$ cat src/rtl/vga_fb_arbiter.sv
// Single-port framebuffer arbiter: VGA scan-out reads win every slot they ask for, and
// writers share the remaining slots round-robin. Optional range check under FB_ADDR_CHECK_EN.
module vga_fb_arbiter #(
   parameter int unsigned NREQ     = 4,
   parameter int unsigned AW       = 19,
   parameter int unsigned DW       = 8,
   parameter int unsigned FB_WORDS = 307200
) (
   input  logic               real100clock,
   input  logic               resetn,
   input  logic               pix_req,
   input  logic [AW-1:0]      pix_addr,
   output logic               pix_valid,
   output logic [DW-1:0]      pix_data,
   input  logic [NREQ-1:0]    wr_req,
   input  logic [NREQ*AW-1:0] wr_addr,
   input  logic [NREQ*DW-1:0] wr_data,
   output logic [NREQ-1:0]    wr_gnt,
   output logic               mem_en,
   output logic               mem_we,
   output logic [AW-1:0]      mem_addr,
   output logic [DW-1:0]      mem_wdata,
   input  logic [DW-1:0]      mem_rdata
`ifdef FB_ADDR_CHECK_EN
   ,
   output logic [15:0]        err_cnt
`endif
);

   localparam int unsigned PW = (NREQ > 1) ? $clog2(NREQ) : 1;
   localparam logic [AW:0] FbWordsW = (AW + 1)'(FB_WORDS);

   typedef enum logic [1:0] {CmdIdle, CmdRead, CmdWrite} cmd_e;

   cmd_e            cmd;
   logic [NREQ-1:0] elig;
   logic            sel_found, hi_found;
   logic [PW-1:0]   sel_idx, hi_idx, lo_idx;
   logic [AW-1:0]   sel_addr;
   logic [DW-1:0]   sel_data;

   logic            pix_valid_q, pix_valid_d;
   logic [DW-1:0]   pix_data_q, pix_data_d;
   logic            rd1_q, rd1_d, rd2_q;
   logic [NREQ-1:0] gnt_q, gnt_d;
   logic            en_q, en_d, we_q, we_d;
   logic [AW-1:0]   addr_q, addr_d;
   logic [DW-1:0]   wdata_q, wdata_d;
   logic [PW-1:0]   ptr_q, ptr_d;
   logic [15:0]     err_q, err_d;

   // A writer sees its grant one cycle before it can drop wr_req; mask it so it is not re-granted.
   assign elig = wr_req & ~gnt_q;

   // Lowest eligible index at/after the pointer wins, otherwise lowest eligible overall (wrap).
   always_comb begin
      hi_found  = 1'b0;
      hi_idx    = '0;
      lo_idx    = '0;
      sel_found = 1'b0;
      for (int i = int'(NREQ) - 1; i >= 0; i--) begin
         if (elig[i]) begin
            sel_found = 1'b1;
            lo_idx    = PW'(i);
            if (PW'(i) >= ptr_q) begin
               hi_found = 1'b1;
               hi_idx   = PW'(i);
            end
         end
      end
      sel_idx = hi_found ? hi_idx : lo_idx;
   end

   assign sel_addr = wr_addr[32'(sel_idx) * AW +: AW];
   assign sel_data = wr_data[32'(sel_idx) * DW +: DW];

   always_comb begin
      cmd = CmdIdle;
      if (pix_req) begin
         cmd = CmdRead;
      end else if (sel_found) begin
         cmd = CmdWrite;
      end
   end

   always_comb begin
      en_d    = 1'b0;
      we_d    = 1'b0;
      rd1_d   = 1'b0;
      gnt_d   = '0;
      addr_d  = addr_q;
      wdata_d = wdata_q;
      ptr_d   = ptr_q;
      err_d   = err_q;
      unique case (cmd)
         CmdRead: begin
            en_d   = 1'b1;
            rd1_d  = 1'b1;
            addr_d = pix_addr;
         end
         CmdWrite: begin
            gnt_d[sel_idx] = 1'b1;
            ptr_d = (sel_idx == PW'(NREQ - 1)) ? '0 : sel_idx + 1'b1;
`ifdef FB_ADDR_CHECK_EN
            if ({1'b0, sel_addr} >= FbWordsW) begin
               err_d = (err_q == 16'hFFFF) ? err_q : err_q + 16'd1;
            end else begin
               en_d    = 1'b1;
               we_d    = 1'b1;
               addr_d  = sel_addr;
               wdata_d = sel_data;
            end
`else
            en_d    = 1'b1;
            we_d    = 1'b1;
            addr_d  = sel_addr;
            wdata_d = sel_data;
`endif
         end
         default: ;
      endcase
   end

   // rd1: RAM read cycle, rd2: mem_rdata valid, then captured into pix_data.
   always_comb begin
      pix_valid_d = rd2_q;
      pix_data_d  = rd2_q ? mem_rdata : pix_data_q;
   end

   always_ff @(posedge real100clock or negedge resetn) begin
      if (!resetn) begin
         pix_valid_q <= 1'b0;
         pix_data_q  <= '0;
         rd1_q       <= 1'b0;
         rd2_q       <= 1'b0;
         gnt_q       <= '0;
         en_q        <= 1'b0;
         we_q        <= 1'b0;
         addr_q      <= '0;
         wdata_q     <= '0;
         ptr_q       <= '0;
         err_q       <= '0;
      end else begin
         pix_valid_q <= pix_valid_d;
         pix_data_q  <= pix_data_d;
         rd1_q       <= rd1_d;
         rd2_q       <= rd1_q;
         gnt_q       <= gnt_d;
         en_q        <= en_d;
         we_q        <= we_d;
         addr_q      <= addr_d;
         wdata_q     <= wdata_d;
         ptr_q       <= ptr_d;
         err_q       <= err_d;
      end
   end

   assign pix_valid = pix_valid_q;
   assign pix_data  = pix_data_q;
   assign wr_gnt    = gnt_q;
   assign mem_en    = en_q;
   assign mem_we    = we_q;
   assign mem_addr  = addr_q;
   assign mem_wdata = wdata_q;

`ifdef FB_ADDR_CHECK_EN
   assign err_cnt = err_q;
`else
   logic unused_range_check;
   assign unused_range_check = ^{FbWordsW, err_q};
`endif

endmodule

$ cat config.mk
export PLATFORM = sky130hd
export DESIGN_NAME = vga_fb_arbiter
export DESIGN_NICKNAME = d
export VERILOG_FILES = /design/src/rtl/vga_fb_arbiter.sv
export SDC_FILE = /design/constraint.sdc
export NUM_CORES = 1
export LEC_CHECK = 0
export ABC_AREA = 1
export CAP_MARGIN = 20
export CORE_MARGIN = 1.5
export CORE_UTILIZATION = 25
export CTS_CLUSTER_DIAMETER = 60
export DETAILED_ROUTE_END_ITERATION = 6
export PLACE_DENSITY = 0.59
export SYNTH_ARGS = -nofsm -noshare
export SYNTH_HDL_FRONTEND = slang
export SYNTH_SLANG_ARGS = --single-unit
$ cat constraint.sdc
create_clock -name real100clock -period 1.6 [get_ports real100clock]
set_input_delay 0.24 -clock real100clock [delete_from_list [all_inputs] [get_ports real100clock]]
set_output_delay 0.24 -clock real100clock [all_outputs]
set_load 0.01 [all_outputs]
Fig. 1: floorplan with the power grid
Bar = 20 um. Pins as bars on the die edge. Tap cells in gray.
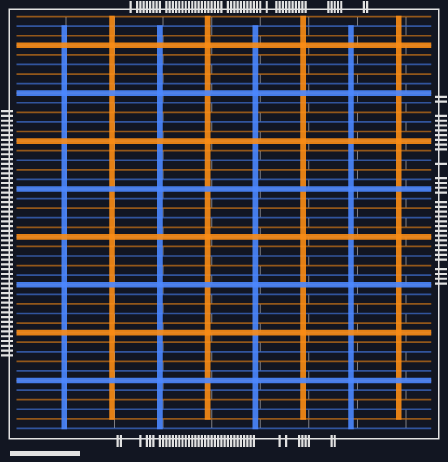
| color | net |
|---|---|
| blue | VSS |
| orange | VDD |
tap cells: 180
rows: 43
core footprint: 0.0138 mm^2
Worst VDD drop: 0.922 mV
chip width: 122 um
die height: 122 um

Fig. 2: placement by cell class
Bar = 20 um.
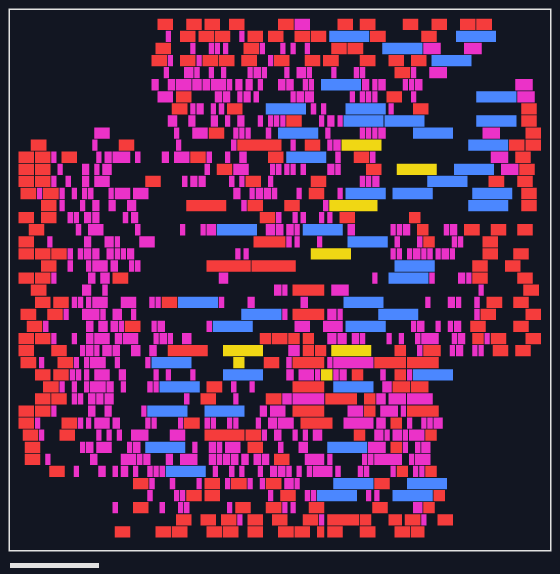
| color | class | cells |
|---|---|---|
| blue | flops | 46 |
| yellow | clock drivers and dummy loads | 8 |
| red | other buffers and delay cells | 228 |
| magenta | combinational and other logic | 498 |
design area: 0.00651 mm^2
sequential share of cell area: 17.7%
Final Util: 47.3%
floorplan row count: 43

Fig. 3: clock distribution
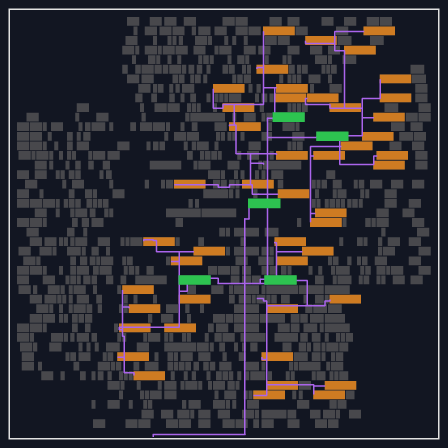
[green] clock drivers | count: 5
[purple] clock wires | length: 676 um
[orange] flip-flops | count: 46
routed clock nets: 6

Fig. 4: signal wires by layer
Bar = 20 um. Only two layers are drawn.
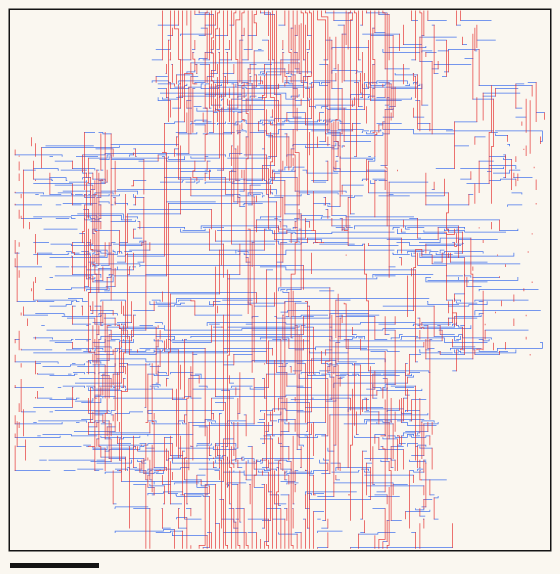
| color | layer | wire length |
|---|---|---|
| red | metal 2 | 6350 um |
| blue | metal 1 | 6190 um |
WL/cell: 14.0 um
vias post-DR: 4091
All-Layer GR Usage: 17.9%
final wirelength: 13.5 mm

Fig. 5: placement view
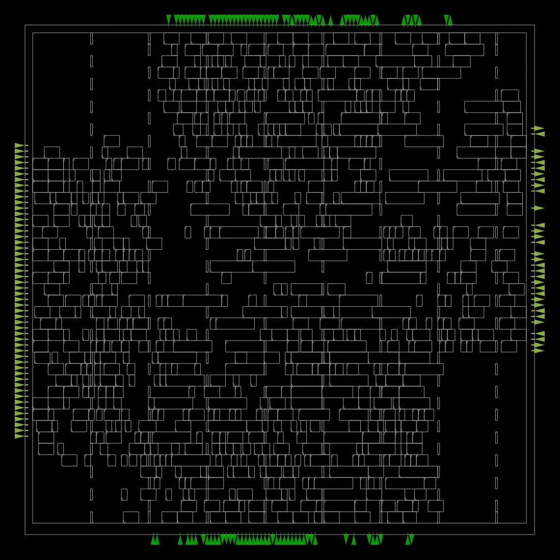
Tap Count: 180
Seq Cell Count: 46
final cell count without fillers: 960
FILL cells: 1453

-- per-stage QoR --
| stage | instances | hold WS (ns) | util, % | setup TNS [ns] |
|---|---|---|---|---|
| global route | 960 | 0.361 | 47.3 | -4.19 |
| floorplan | 577 | -0.0556 | - | -0.0884 |
| detailed placement | 931 | 0.248 | 41.2 | -11.23 |
| CTS | 952 | 0.352 | 44.9 | -1.01 |
| finish | 960 | 0.349 | 47.3 | -1.04 |
| global placement | 931 | 0.249 | 41.2 | -10.90 |
-- sequential cells by signal (all words and copies together), names as in the netlist, 2 cells and up --
name	flops
pix_data	8
mem_addr	19
mem_wdata	8
ptr_q	2
wr_gnt	4
-- final timing paths --
check,cells after the start,endpoint
setup / recovery,12,ptr_q[1]
hold / removal,0,pix_valid_d
setup reg to reg,12,ptr_q[1]
hold reg to reg,0,pix_valid_d
max in group asynchronous,3,pix_data[2]
min in group asynchronous,3,mem_wdata[1]
-- power by group --
group          switching [mW]  internal (mW)  total [mW]
logic                    3.46           3.34        6.80
clock network           0.463          0.737        1.20
registers               0.252           1.54        1.79
total                    4.18           5.62        9.79
-- timing repair --
action / 4_1_cts / 5_1_grt
gates cloned: 5 / 3
gates resized: 29 / 71
hold buffers: 1 / 0
endpoints found under the setup margin: 33 / 33
pin swaps: 25 / 26
hold endpoints to repair: 46 / 0
setup buffers: 8 / 7
-- critical path: stages, from the launching register on --
cell and delay (ns):
dfrtp_1 0.39, nor2_2 0.15, buf_4 0.12, nand2_1 0.04
nand2_1 0.07, nand2_2 0.06, nand2_4 0.13, nand2_8 0.12
buf_12 0.17, inv_8 0.05, ha_4 0.19, nand2_1 0.05
o21ai_1 0.05
-- final cells by class --
type                            instances  area [um^2]  share of cell area [%]
Multi-Input combinational cell        355         1980                    30.4
Tap cell                              180          225                    3.46
Timing Repair Buffer                  228         2440                    37.5
Clock buffer                            5          125                    1.92
Sequential cell                        46         1150                    17.7
Inverter                              143          548                    8.42
Clock inverter                          3         45.0                   0.692
-- routing by layer --
layer / global-route usage, % / up-vias / part of all wire (%)
li1: - / 2117 / -
met1: 24.4 / 1833 / 46
met2: 30.1 / 131 / 47
met3: 2.48 / 10 / 5.6
met4: 4.19 / 0 / 1.2
met5: 0 / - / 0
-- kinds of logic (layout without fill, tap and decap cells) --
logic type / Yosys count / after routing / synth area share, %
and+or+nand+nor: 339 / 339 / 41.7
muxes: 8 / 8 / 2.56
adders and majority gates: 4 / 4 / 1.42
AOI/OAI and AO/OA: 4 / 4 / 0.961
DFF: 46 / 46 / 32.8
buffers and inverters: 176 / 379 / 20.5
-- cell usage after synthesis --
library cell	n	area share (%)
nand3_2	2	0.57
a21oi_4	1	0.46
buf_1	1	0.11
o21ai_0	1	0.14
buf_6	5	1.6
nor2_1	8	0.85
ha_1	4	1.4
a21boi_1	1	0.21
nand2_1	194	21
nor2_2	2	0.36
mux2_2	8	2.6
o21ai_1	1	0.14
buf_2	10	1.4
nand2_4	1	0.32
clkbuf_1	14	1.5
inv_1	142	15
nand2_2	3	0.53
dfrtp_1	46	33
inv_2	1	0.11
buf_4	3	0.64
nand3_1	129	18
==> metrics.yaml <==
htreeDepth: 2
crit_type: "reg2reg"
grt_max_degree: 47
root_buffer: "clkbuf_16"
mappedNetlistArea_mm2: 0.00351
place_hpwl_mm: 9.32
drt_first_iter_violations: 198
synth_seq_share_pct: 32.8
end_kind: "flop"
cts_made_buffers: 5
period_used_pct: 106
power.total_mw: 9.79
cp_max_fo: 8
initCoreUtil_pct: 25.5
warning_count: 32
period_needed_ns: 1.70
dp_slack_ns: -0.407
violations: "setup timing"
layout-drive-gt1-share_pct: 19.2
yosys_warnings: 0
ys_cells: 577
lay_top_cells: "clkdlybuf4s50_1 (180), nand2_1 (160), inv_1 (135)"
cap_violations: 0
r2r-start: "wr_gnt[3]"
postPlaceCellArea_mm2: 0.00568
layout_setup_ws_ns: -0.0967
syn_inst: 577
antenna_cells: 0
ant_nets: 0
tightest_slew_ns: 0.346
place.gp.congestion: 0.812
die_area_mm2: 0.0148
slew_viol_final: 0
outcome: "complete, but fails checks"
cts.sinks: 46
critical_path_required_ns: 1.78
hold_viol: 0
fin_skew_ns: 0.00620
p_leak_nw: 3.43
drc: 0
ys_ff: 46
viasPerCell: 4.26
synth_nets: 723
grt_pass1_wl_mm: 20.6
setup_viol: 29
grt_pass1_vias: 3956
io_pins: 184
clock.fmax_mhz: 589
dr.pass1.iters: 4
insertion_delay_ns: 0.29
cp.arrival_ns: 1.88
layout.nets: 925
clock_path_buffers: 2
r2r_slack_ns: -0.1
hp-start: "rd1_q"
p_per_area_mw_per_mm2: 1500
final_common_cell: "clkdlybuf4s50_1"
area_growth_pct: 85.3
max_slew_margin_pct: 76.9
cts_tree: "built"
start_kind: "flop"
cp-startpoint: "wr_gnt[3]"
synth_chip_area_mm2: 0.00351
grt_overflow: 0
hp-class: "reg2reg"
port_buffers: 183
syn_area_per_cell_um2: 6.09
antenna_found_initial: 0
synth.distinct_cells: 21
clk_pin_slew_ns: 0.06
rsz0062_at_grt: "yes"
Power figures rest on the tool's default switching activity, not on a simulated workload.
